### Placed standard cells, run 1

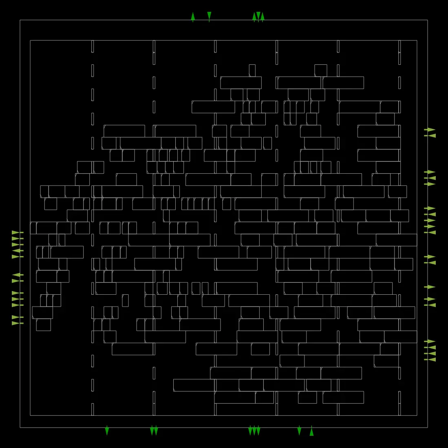
### Signal wires on met2, run 1

Cells faint in the background.
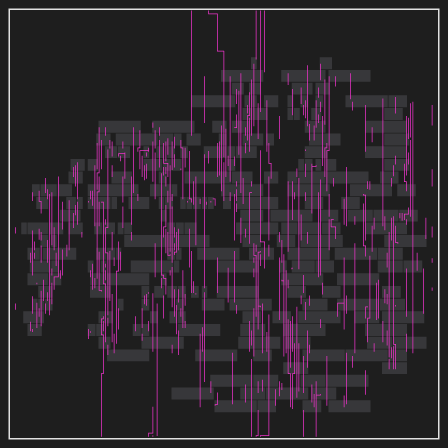
### Sequential cells colored by netlist name, run 1

Other sequential cells in the stronger gray, the rest of the logic in the fainter gray.
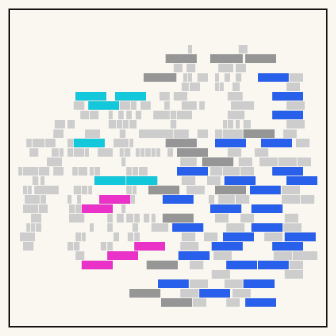
$ cat src/rtl/ram_reader_pkg.sv
// Shared types and defaults for the RAM read-out path.
//   state_t   : sweep FSM states
//   AW_DEF    : default RAM address width
//   DW_DEF    : default RAM data width
//   RAM_WORDS : RAM word count for the default address width
package ram_reader_pkg;

    localparam int unsigned AW_DEF    = 5;
    localparam int unsigned DW_DEF    = 8;
    localparam int unsigned RAM_WORDS = 2 ** AW_DEF;

    typedef enum logic [1:0] {
        IDLE  = 2'd0,
        ISSUE = 2'd1,
        DRAIN = 2'd2,
        FIN   = 2'd3
    } state_t;

endpackage

$ cat src/rtl/ram_reader_fifo.sv
// Small synchronous FIFO with occupancy count; head word is visible on rdata.
//   clk, rst_n : clock, asynchronous active-low reset (flushes contents)
//   push/wdata : write side; accepted when not full, or when full with a pop
//   pop/rdata  : read side; rdata is the head entry, pop ignored when empty
//   full/empty : status flags
//   count      : number of stored entries, 0..DEPTH
module ram_reader_fifo #(
    parameter int unsigned DEPTH = 2,
    parameter int unsigned WIDTH = 13
) (
    input  logic                           clk,
    input  logic                           rst_n,
    input  logic                           push,
    input  logic [WIDTH-1:0]               wdata,
    input  logic                           pop,
    output logic [WIDTH-1:0]               rdata,
    output logic                           full,
    output logic                           empty,
    output logic [$clog2(DEPTH+1)-1:0]     count
);

    localparam int unsigned CW = $clog2(DEPTH + 1);
    localparam int unsigned PW = (DEPTH > 1) ? $clog2(DEPTH) : 1;

    logic [WIDTH-1:0] mem [DEPTH];
    logic [PW-1:0]    wr_ptr;
    logic [PW-1:0]    rd_ptr;
    logic             do_push;
    logic             do_pop;

    // Pointer advance that also works for non power-of-two depths.
    function automatic logic [PW-1:0] bump(input logic [PW-1:0] p);
        return (p == PW'(DEPTH - 1)) ? '0 : p + PW'(1);
    endfunction

    assign empty   = (count == '0);
    assign full    = (count == CW'(DEPTH));
    assign do_pop  = pop && !empty;
    assign do_push = push && (!full || do_pop);
    assign rdata   = mem[rd_ptr];

    // Storage is cleared on reset so the head reads as zero when empty.
    always_ff @(posedge clk or negedge rst_n) begin
        if (!rst_n) begin
            wr_ptr <= '0;
            rd_ptr <= '0;
            count  <= '0;
            for (int i = 0; i < DEPTH; i++) mem[i] <= '0;
        end else begin
            if (do_push) begin
                mem[wr_ptr] <= wdata;
                wr_ptr      <= bump(wr_ptr);
            end
            if (do_pop) rd_ptr <= bump(rd_ptr);
            count <= count + CW'(do_push) - CW'(do_pop);
        end
    end

endmodule

$ cat src/rtl/ram_reader.sv
// Sweeps an address range of a synchronous RAM and streams each word out
// over valid/ready together with the address it came from.
//   CLOCK_50, RESET_N       : clock, asynchronous active-low reset
//   start, first_addr,
//   last_addr               : launch a sweep over first..last (wrapping)
//   ram_addr, ram_rden,
//   ram_q                   : RAM read port (data RD_LAT cycles after rden edge)
//   out_data, out_addr,
//   out_valid, out_ready    : output stream
//   busy, done              : sweep in progress / one-cycle end-of-sweep pulse
// Optional: RAM_READER_LOOP_EN adds input `loop` for continuous re-sweeping.
module ram_reader
    import ram_reader_pkg::*;
#(
    parameter int unsigned AW         = AW_DEF,
    parameter int unsigned DW         = DW_DEF,
    parameter int unsigned RD_LAT     = 1,
    parameter int unsigned FIFO_DEPTH = 2
) (
    input  logic          CLOCK_50,
    input  logic          RESET_N,
    input  logic          start,
    input  logic [AW-1:0] first_addr,
    input  logic [AW-1:0] last_addr,
`ifdef RAM_READER_LOOP_EN
    input  logic          loop,
`endif
    output logic [AW-1:0] ram_addr,
    output logic          ram_rden,
    input  logic [DW-1:0] ram_q,
    output logic [DW-1:0] out_data,
    output logic [AW-1:0] out_addr,
    output logic          out_valid,
    input  logic          out_ready,
    output logic          busy,
    output logic          done
);

    localparam int unsigned LW = AW + 1;
    localparam int unsigned EW = DW + AW;
    localparam int unsigned CW = $clog2(FIFO_DEPTH + 1);
    localparam int unsigned SW = $clog2(FIFO_DEPTH + RD_LAT + 2) + 1;

    state_t          state;
    state_t          state_nxt;
    logic [AW-1:0]   rd_ptr;
    logic [AW-1:0]   rd_ptr_nxt;
    logic [LW-1:0]   remaining;
    logic [LW-1:0]   remaining_nxt;
    logic            busy_nxt;
    logic            done_nxt;
    logic [AW-1:0]   diff;
    logic [LW-1:0]   span;
    logic            issue;
    logic            credit;
    logic            push;
    logic            pop;
    logic [RD_LAT-1:0] dly_valid;
    logic [AW-1:0]   dly_addr [RD_LAT];
    logic [EW-1:0]   head;
    logic            fifo_full;
    logic            fifo_empty;
    logic [CW-1:0]   fifo_count;
`ifdef RAM_READER_LOOP_EN
    logic [AW-1:0]   first_q;
    logic [LW-1:0]   len_q;
`endif

    // Word count of the requested range, 1..2**AW.
    assign diff = last_addr - first_addr;
    assign span = {1'b0, diff} + LW'(1);

    assign pop  = !fifo_empty && out_ready;
    assign push = dly_valid[RD_LAT-1];

    // Reserve a FIFO slot for every read in flight; a pop this cycle frees one,
    // which is what sustains one word per cycle with FIFO_DEPTH = RD_LAT + 1.
    assign credit = (SW'(fifo_count) + SW'($countones(dly_valid)))
                  < (SW'(FIFO_DEPTH) + SW'(pop));

    // Next-state and register updates for the sweep FSM.
    always_comb begin
        state_nxt     = state;
        rd_ptr_nxt    = rd_ptr;
        remaining_nxt = remaining;
        issue         = 1'b0;
        busy_nxt      = 1'b0;
        done_nxt      = 1'b0;
        case (state)
            IDLE: begin
                if (start) begin
                    rd_ptr_nxt    = first_addr;
                    remaining_nxt = span;
                    state_nxt     = ISSUE;
                end
            end
            ISSUE: begin
                if (credit) begin
                    issue         = 1'b1;
                    rd_ptr_nxt    = rd_ptr + AW'(1);
                    remaining_nxt = remaining - LW'(1);
                    if (remaining == LW'(1)) state_nxt = DRAIN;
                end
            end
            DRAIN: begin
                if ((dly_valid == '0) &&
                    (fifo_empty || ((fifo_count == CW'(1)) && pop))) begin
                    state_nxt = FIN;
                end
            end
            FIN: begin
                state_nxt = IDLE;
`ifdef RAM_READER_LOOP_EN
                if (loop) begin
                    rd_ptr_nxt    = first_q;
                    remaining_nxt = len_q;
                    state_nxt     = ISSUE;
                end
`endif
            end
            default: state_nxt = IDLE;
        endcase
        done_nxt = (state_nxt == FIN);
        busy_nxt = (state_nxt == ISSUE) || (state_nxt == DRAIN);
`ifdef RAM_READER_LOOP_EN
        if ((state_nxt == FIN) && loop) busy_nxt = 1'b1;
`endif
    end

    // FSM state and sweep bookkeeping registers.
    always_ff @(posedge CLOCK_50 or negedge RESET_N) begin
        if (!RESET_N) begin
            state     <= IDLE;
            rd_ptr    <= '0;
            remaining <= '0;
            busy      <= 1'b0;
            done      <= 1'b0;
        end else begin
            state     <= state_nxt;
            rd_ptr    <= rd_ptr_nxt;
            remaining <= remaining_nxt;
            busy      <= busy_nxt;
            done      <= done_nxt;
        end
    end

`ifdef RAM_READER_LOOP_EN
    // Range kept for continuous re-sweeps.
    always_ff @(posedge CLOCK_50 or negedge RESET_N) begin
        if (!RESET_N) begin
            first_q <= '0;
            len_q   <= '0;
        end else if ((state == IDLE) && start) begin
            first_q <= first_addr;
            len_q   <= span;
        end
    end
`endif

    // Address/valid delay line matching the RAM read latency; reset drops
    // any read still in flight so late ram_q is never captured.
    always_ff @(posedge CLOCK_50 or negedge RESET_N) begin
        if (!RESET_N) begin
            dly_valid <= '0;
            for (int k = 0; k < RD_LAT; k++) dly_addr[k] <= '0;
        end else begin
            dly_valid[0] <= issue;
            dly_addr[0]  <= rd_ptr;
            for (int k = 1; k < RD_LAT; k++) begin
                dly_valid[k] <= dly_valid[k-1];
                dly_addr[k]  <= dly_addr[k-1];
            end
        end
    end

    ram_reader_fifo #(
        .DEPTH (FIFO_DEPTH),
        .WIDTH (EW)
    ) u_fifo (
        .clk   (CLOCK_50),
        .rst_n (RESET_N),
        .push  (push),
        .wdata ({ram_q, dly_addr[RD_LAT-1]}),
        .pop   (pop),
        .rdata (head),
        .full  (fifo_full),
        .empty (fifo_empty),
        .count (fifo_count)
    );

    // The read strobe depends on this cycle's pop, so it is decoded directly.
    assign ram_rden  = issue;
    assign ram_addr  = rd_ptr;
    assign out_valid = !fifo_empty;
    assign out_data  = head[EW-1:AW];
    assign out_addr  = head[AW-1:0];

    // A returning word must always find room in the FIFO.
    assert property (@(posedge CLOCK_50) disable iff (!RESET_N)
                     !(push && fifo_full && !pop));

endmodule

$ cat config.mk
export PLATFORM = sky130hd
export DESIGN_NAME = ram_reader
export DESIGN_NICKNAME = d
export VERILOG_FILES = /design/src/rtl/ram_reader_pkg.sv /design/src/rtl/ram_reader_fifo.sv /design/src/rtl/ram_reader.sv
export SDC_FILE = /design/constraint.sdc
export NUM_CORES = 1
export LEC_CHECK = 0
export CORE_MARGIN = 2
export CORE_UTILIZATION = 35
export DETAILED_ROUTE_END_ITERATION = 8
export DONT_BUFFER_PORTS = 1
export GPL_TIMING_DRIVEN = 0
export PLACE_DENSITY = 0.54
export SLEW_MARGIN = 20
export SYNTH_ARGS = -nofsm -noshare
export SYNTH_HDL_FRONTEND = slang
export SYNTH_HIERARCHICAL = 1
export SYNTH_SLANG_ARGS = --single-unit
$ cat constraint.sdc
create_clock -name CLOCK_50 -period 2.5 [get_ports CLOCK_50]
set_input_delay 0.625 -clock CLOCK_50 [delete_from_list [all_inputs] [get_ports CLOCK_50]]
set_output_delay 0.625 -clock CLOCK_50 [all_outputs]
set_load 0.01 [all_outputs]
==> run summary, run 1 <==
Status of the implementation.

- The worst relative slew slack is 59.3%, for reference.
- The number of nets in the synthesized netlist is 258, for reference.
- The instance count of the mapped netlist is 223, for reference.
- Per the CTS log, the maximum H-tree level is 2.
- The library cell contributing the largest single delay on the critical path is dfrtp_2, for reference.
- The CTS tree is done, for reference.
- Per the OpenROAD power report, switching power amounts to 1.55 mW.
- The number of non-filler instances in the completed layout is 335, for reference.
- Among all stages on the critical path, the maximum delay recorded is 0.43 ns.
- The residual antenna-violating net count after detailed routing is 0, for reference.
- According to the report, the first pass of detailed routing completed in 5 iterations.
- The chip footprint is 8400 um^2, for reference.
- The post-layout period usage of the worst path is 96.2%, for reference.
- The amount of wire on met2 after detailed routing is 2440 um, for reference.
- The critical path contains buffers and inverters numbering 0 combined.
- The final RePlAce weighted congestion is 0.781, for reference.
- The number of maximum-capacitance constraint violations is 0, for reference.
- The maximum net fanout on the critical path is 3, for reference.
- The first global-routing pass estimated 8760 um of wire.
- Counting the warning lines in the Yosys log gives 6.
- The DRC violation count after routing is 0, for reference.
- The overall power after layout is 4.03 mW, for reference.
- As logged by OpenROAD, the buffers inserted on ports number 0.
- The arrival time of data at the worst endpoint is listed as 1.78 ns.
- The total routed wirelength is 5250 um, for reference.
- The number of buffers added by the clock tree synthesis step is 5, for reference.
- The initial core utilization is 36.7%, for reference.
- The internal power of the cells is 2.47 mW, for reference.
- In this run the vertical extent of the chip is 91.6 um.
- For reference, the placement row count at floorplan is 31.
- The highest routing layer actually used is met4, for reference.
- The number of clock buffers in the layout is 7, for reference.
- The top cell type in the final layout, fill and taps aside, is dfrtp_1.
- Setup repair after global routing left no endpoint under its margin.
- The worst setup path category is reg2out, for reference.
- The count of inverters other than clock inverters in the layout is 13, for reference.
- For this run, the script counts the antenna cells in the layout as 0.
- The final-stage net count is 270, for reference.
- The total negative slack for setup checks is 0 ns, for reference.
- The worst path in the final design needs a cycle of 2.40 ns, including I/O delays and setup.
- The total count of max-transition violations in the final report is 0, for reference.
- The leakage component of the power was reported as 1.31 nW.
- The number of violations reported at the end of detailed-routing iteration 0 is 59, for reference.
- The flow ran to the end, and the final reports show no timing, DRC or antenna violations.
- The final timing report counts setup violations totalling 0.
- The initial antenna violation count is 0.
- The total met3 wirelength after detailed routing is 355 um, for reference.
- Across all setup checks in the final design, the least slack found is 0.0956 ns.
- The switching fraction of total power is 38.6%, for reference.
- The multi-input gate share of the layout cell area is 44.9%, for reference.
- Once detailed placement completed, the half-perimeter wirelength came to 3680 um.
- The worst-case clock buffer depth is 2, for reference.
- After detailed routing, the average wire length per cell comes to 15.7 um.
- The buffer share of cell area is 2.95%, for reference.
- The fraction of power consumed by the clock network is 12.2%, for reference.
- On the worst setup and hold paths after CTS, the clock-pin slew comes to 0.09 ns.
- Based on the critical path, the design can be clocked at up to 0.416 GHz.
- In the layout the tool counted multi-input logic cells amounting to 154.
- The endpoint kind of the worst setup timing path is a primary output, for reference.
-- 'Placed standard cells' (at the start) --
register share of the cell area: 43.1%
Tap Count: 99
fill count: 709

-- 'Signal wires on met2' (at the start) --
The longest straight run is 53.7 um. The layer holds 47% of the routed length. The layer carries 2440 um of wire. 239 nets have wire on it. The wires run mostly vertical.

-- 'Sequential cells colored by netlist name' (at the start) --
`remaining`: drawn in cyan, flops 6. `ram_addr`: drawn in magenta, flops 5. `u_fifo/mem`: drawn in blue, flops 26.
Another 14 sequential cells are not colored.
sequential cell area in the final layout: 1280 um^2
Finished Core Util: 40.4%
power drawn by the sequential cells: 1.56 mW

-- run 1: state kept, by name (all words and copies together) (netlist names) --
| name | cells |
|---|---|
| u_fifo/mem | 26 |
| remaining | 6 |
| dly_addr | 5 |
| ram_addr | 5 |
| state | 2 |
| u_fifo/count | 2 |
| busy | 1 |
| dly_valid | 1 |
| done | 1 |
| u_fifo/rd_ptr | 1 |
| u_fifo/wr_ptr | 1 |
-- run 1: power groups by stage --
stage / Sequential [mW] / Combinational (mW) / Clock (mW)
finish: 1.56 / 1.97 / 0.490
global route: 1.62 / 2.18 / 0.546
CTS: 1.57 / 2.00 / 0.514
detailed placement: 1.61 / 1.89 / 0
global placement: 1.61 / 1.85 / 0
floorplan: 1.50 / 1.61 / 0
-- run 1: what timing repair did --
| action | CTS | global route |
|---|---|---|
| endpoints found under the hold margin | 42 | 9 |
| pin swaps | 0 | 0 |
| hold buffers | 1 | 1 |
| resized | 3 | 1 |
| buffers inserted | 3 | 0 |
| setup endpoints to repair | 2 | 1 |
-- run 1: per-layer routing --
metal  track usage (%)  up-vias
li1                  -      821
met1              17.8      838
met2              20.5       54
met3              4.03        2
met4              3.03        0
met5                 0        -
-- run 1: final timing paths --
| kind | cells past startpoint | slack, ns | end | start |
|---|---|---|---|---|
| worst max-delay path | 4 | 0.1 | ram_rden | u_fifo/count[0] |
| worst min-delay path | 1 | 0.16 | u_fifo/mem[6] | RESET_N |
| worst max register to register | 6 | 0.17 | busy | u_fifo/count[0] |
| worst min register to register | 0 | 0.51 | dly_addr[4] | ram_addr[4] |
| max in group asynchronous | 1 | 1.48 | dly_valid | RESET_N |
| min in group CLOCK_50 | 1 | 0.47 | u_fifo/mem[5] | ram_q[0] |
==> run 2, diff against run 1 <==
CELL_PAD_IN_SITES_DETAIL_PLACEMENT = 0   (was unset)
CELL_PAD_IN_SITES_GLOBAL_PLACEMENT = 1   (was unset)
PLACE_DENSITY = 0.63   (was 0.54)
### Placement density heat map, run 2

9 x 9 tiles, from white (low) to dark blue (high), 0 to 100% covered.
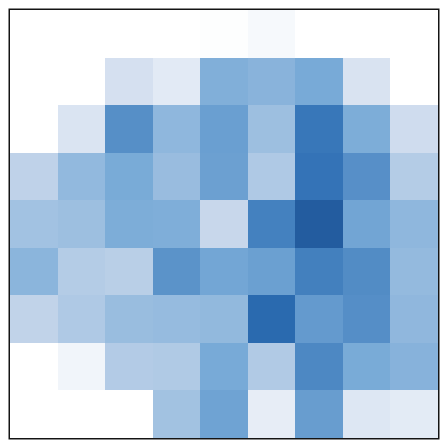
The emptiest ninth of the die: top left. 20% of the tiles are nearly empty. 2.5% of the tiles are over 75% full. The mean over all tiles is 34%. The fullest tile reaches 82%. The densest ninth of the die: right middle.
fraction of the core area occupied by cells at floorplan: 36.7%
Core Box Area: 7330 um^2

### Placed standard cells, run 2

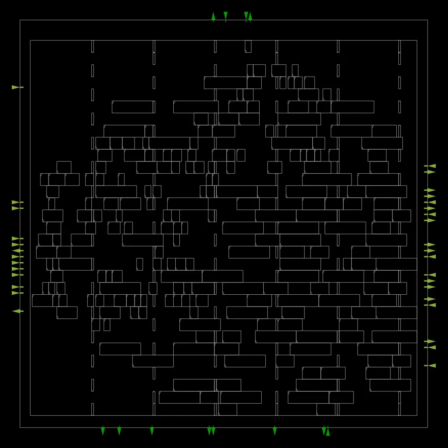
Finished Core Util: 40.7%
total number of sequential cells: 51
# rows: 31
post-layout instance count excluding filler cells: 334

==> run 2 against run 1 <==
Effect of this change: global-route usage is 0.34 points higher; clock power is 21% higher; sequential share of layout area is 0.28 points lower; die area stayed put; routed wire length is 2.1% higher; maximum frequency is 1.6% higher; worst hold slack better by 0.00081 ns; critical path depth stayed put; synthesized cell count stayed put; largest cell class unchanged.
==> run summary, run 2 <==
Status of the implementation.

- The final count of negative-setup-slack endpoints is 0, for reference.
- The final-stage net count is 269, for reference.
- On the final layout, the worst hold slack is 0.162 ns.
- The wire length of the first global-routing pass is 8870 um, for reference.
- The most flop-heavy register is u_fifo/mem, for reference.
- Entering global routing, the biggest net connects 52 pins.
- The library cell contributing the largest single delay on the critical path is dfrtp_2, for reference.
- The H-tree depth is 2, for reference.
- The largest registers in the layout are u_fifo/mem (26), remaining (6).
- The detail-routed net length per standard cell is 16.0 um, for reference.
- In this run switching power makes up 38.3% of total power.
- Global routing consumed, over all layers together, 13.4% of the routing resources.
- Detailed routing inserted a total of 1698 vias.
- Clock tree synthesis inserted a total of 5 buffers.
- The endpoint kind of the worst setup timing path is a primary output, for reference.
- Counting every sink on the clock net gives 51.
- The synthesized area is 2690 um^2, for reference.
- The highest clock rate is 0.423 GHz, for reference.
- The report lists the power per cell area as 1390 nW/um^2.
- The initial antenna violation count was 0.
- The combinational share of power is 48.0%, for reference.
- The stage-log warning count is 28, for reference.
- According to the I/O placement log, the pin count is 44.
- Recorded from the global router log, the overflow total was 0.
- The number of flip-flops under the largest register name is 26, for reference.
- After technology mapping, the gate count stands at 223.
- By instance count after routing, the leading logic cell type is dfrtp_1.
- The area taken by multi-input combinational cells is reported as 1330 um^2.
- Counting along the longest clock path gives a buffer depth of 2.
- The number of violations reported at the end of detailed-routing iteration 0 is 48, for reference.
- The area growth from synthesis to layout is 11.1%.
- The final layout report lists a filler cell count of 708.
- Of all nets on the critical path, the largest fanout is 2.
- The worst path needs 2.37 ns of the cycle, external delays included.
- The run finished with clean final reports.
- The first-pass detailed-route iteration total is 4, for reference.
- The register clock-pin slew on the reported worst setup and hold paths is 0.10 ns, for reference.
- Wires add up to 5360 um.
- The horizontal die dimension reported for this design is 91.6 um.
- The total negative slack for setup checks is 0 ns, for reference.
- The residual antenna-violating net count after detailed routing is 0, for reference.
- The critical path startpoint category is a flip-flop, for reference.
- The fraction of power consumed by the clock network is 14.4%, for reference.
- The number of placed instances with taps included is 322, for reference.
- Data arrives at the worst endpoint at 1.74 ns.
- Measured against its own limit, the worst slew margin works out to 57.0%.
- The leakage power total is 1.31 nW, for reference.
- The peak supply drop is 0.354 mV, for reference.
- In the routed design, unresolved DRC markers number 0.
- The final RePlAce weighted congestion is 0.734, for reference.
- The critical path data required time is 1.88 ns, for reference.
- Per the OpenROAD floorplan log, the area of the die is 8400 um^2.
- The cell at the root of the clock tree is clkbuf_8, for reference.
- The clock latency on the worst-skew pair is 0.30 ns, for reference.
- In this run the critical path is formed by ha_1 -> or3b_4 -> a21oi_2 -> and2_4.
- After detailed placement, the total cell area comes to 2810 um^2.
- The analysis attributes to net switching a power of 1.59 mW.
- The most common logic cells in the final layout are 48 x dfrtp_1, 20 x mux2_2, 19 x mux2_4.
- The half-perimeter wire length after placement is 3720 um, for reference.
- The final worst setup slack is 0.133 ns, for reference.
- At the placement stage, the worst setup path has a slack of -0.0150 ns.
- Hold-check failures listed in the final report amount to 0.
- The final antenna diode tally reported by the flow is 0.
- Across the run, the number of max-cap violations was 0.
- Across the routed clock network, the largest skew measured is 0.00687 ns.
- The total count of max-transition violations in the final report is 0, for reference.
- Summing internal, switching and leakage power gives 4.14 mW.
- In this run the vertical extent of the chip is 91.6 um.
- The placement report lists the number of port buffers as 0.
- The share of total power in sequential cells is 37.7%, for reference.
- The type of the tightest min-delay check is in2async, for reference.
- Setup repair after global routing could not meet its margin everywhere.
- The transition time recorded at the tightest slew-check pin is 0.645 ns.
- The post-layout period usage of the worst path is 94.7%, for reference.
- In the final layout, flip-flops and latches occupy 1280 um^2.
- The setup path with the least slack is of type reg2out.
- Per the final layout report, the fraction of cells sized above drive strength 1 comes to 28.5%.
- The internal power of the cells is 2.55 mW, for reference.
- TritonCTS built the clock tree.
- The warning tally printed by Yosys for this design is 6.
- Using the TritonRoute via totals, the vias-per-cell ratio works out to 5.08.
- The final report gives the standard cell area, fillers excluded, as 2990 um^2.
- The number of global-route vias before repair was 1805.
- The delay contributed by the slowest stage of the critical path is 0.42 ns, for reference.
- A synthesized cell averages 12.1 um^2.
- The number of nets in the synthesized netlist is 258, for reference.
### Signal wires on met2, run 2

Cells faint in the background.
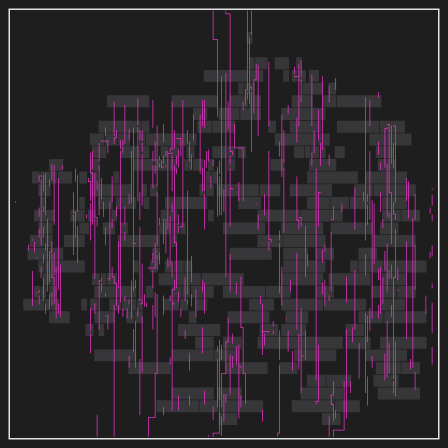
The layer carries 2450 um of wire. The layer holds 46% of the routed length. The longest straight run is 45.2 um. 228 nets have wire on it. The wires run mostly vertical.

==> run 2: what timing repair did <==
| action | 4_1_cts | 5_1_grt |
|---|---|---|
| endpoints found under the setup margin | 2 | 2 |
| hold buffers | 1 | 0 |
| endpoints found under the hold margin | 51 | 0 |
| gates resized | 3 | 3 |
| buffers inserted | 3 | 0 |
==> run 2: layout make-up <==
cell class                 count  area share [%]
buffer                         5            1.17
clock buffer                   5            2.30
clock inverter                 3            1.55
inverter                      13            1.63
multi-input combinational    154            44.7
sequential                    51            42.9
tap                           99            4.15
timing repair buffer           4            1.68
==> run 2: power by group through the flow <==
stage	logic, mW	registers (mW)	clock network (mW)
finish	1.99	1.56	0.595
CTS	2.01	1.56	0.614
floorplan	1.61	1.50	0
detailed placement	1.89	1.61	0
global route	2.21	1.62	0.647
global placement	1.86	1.60	0
==> run 2: metal layers <==
metal,track usage [%],share of wire [%]
met5,0,0
met4,3.79,0.82
met3,5.42,8.1
met2,21.6,46
met1,16.7,45
==> run 2: final timing paths <==
| check | cells after the start | endpoint | startpoint | slack, ns |
|---|---|---|---|---|
| worst max-delay path | 4 | ram_rden | dly_valid | 0.13 |
| worst min-delay path | 1 | u_fifo/mem[11] | RESET_N | 0.16 |
| worst max register to register | 7 | busy | dly_valid | 0.15 |
| worst min register to register | 1 | u_fifo/mem[2] | dly_addr[2] | 0.50 |
| max in group asynchronous | 1 | u_fifo/count[0] | RESET_N | 2.10 |
| min in group CLOCK_50 | 1 | u_fifo/mem[10] | ram_q[5] | 0.46 |
==> run 2: worst max-delay path: cells and delay by family, from the launching register on <==
family          cells  cell delay, ns
fa+ha+maj           1            0.28
flops               1            0.42
compound gates      1            0.16
simple gates        2            0.57
Power figures rest on the tool's default switching activity, not on a simulated workload.
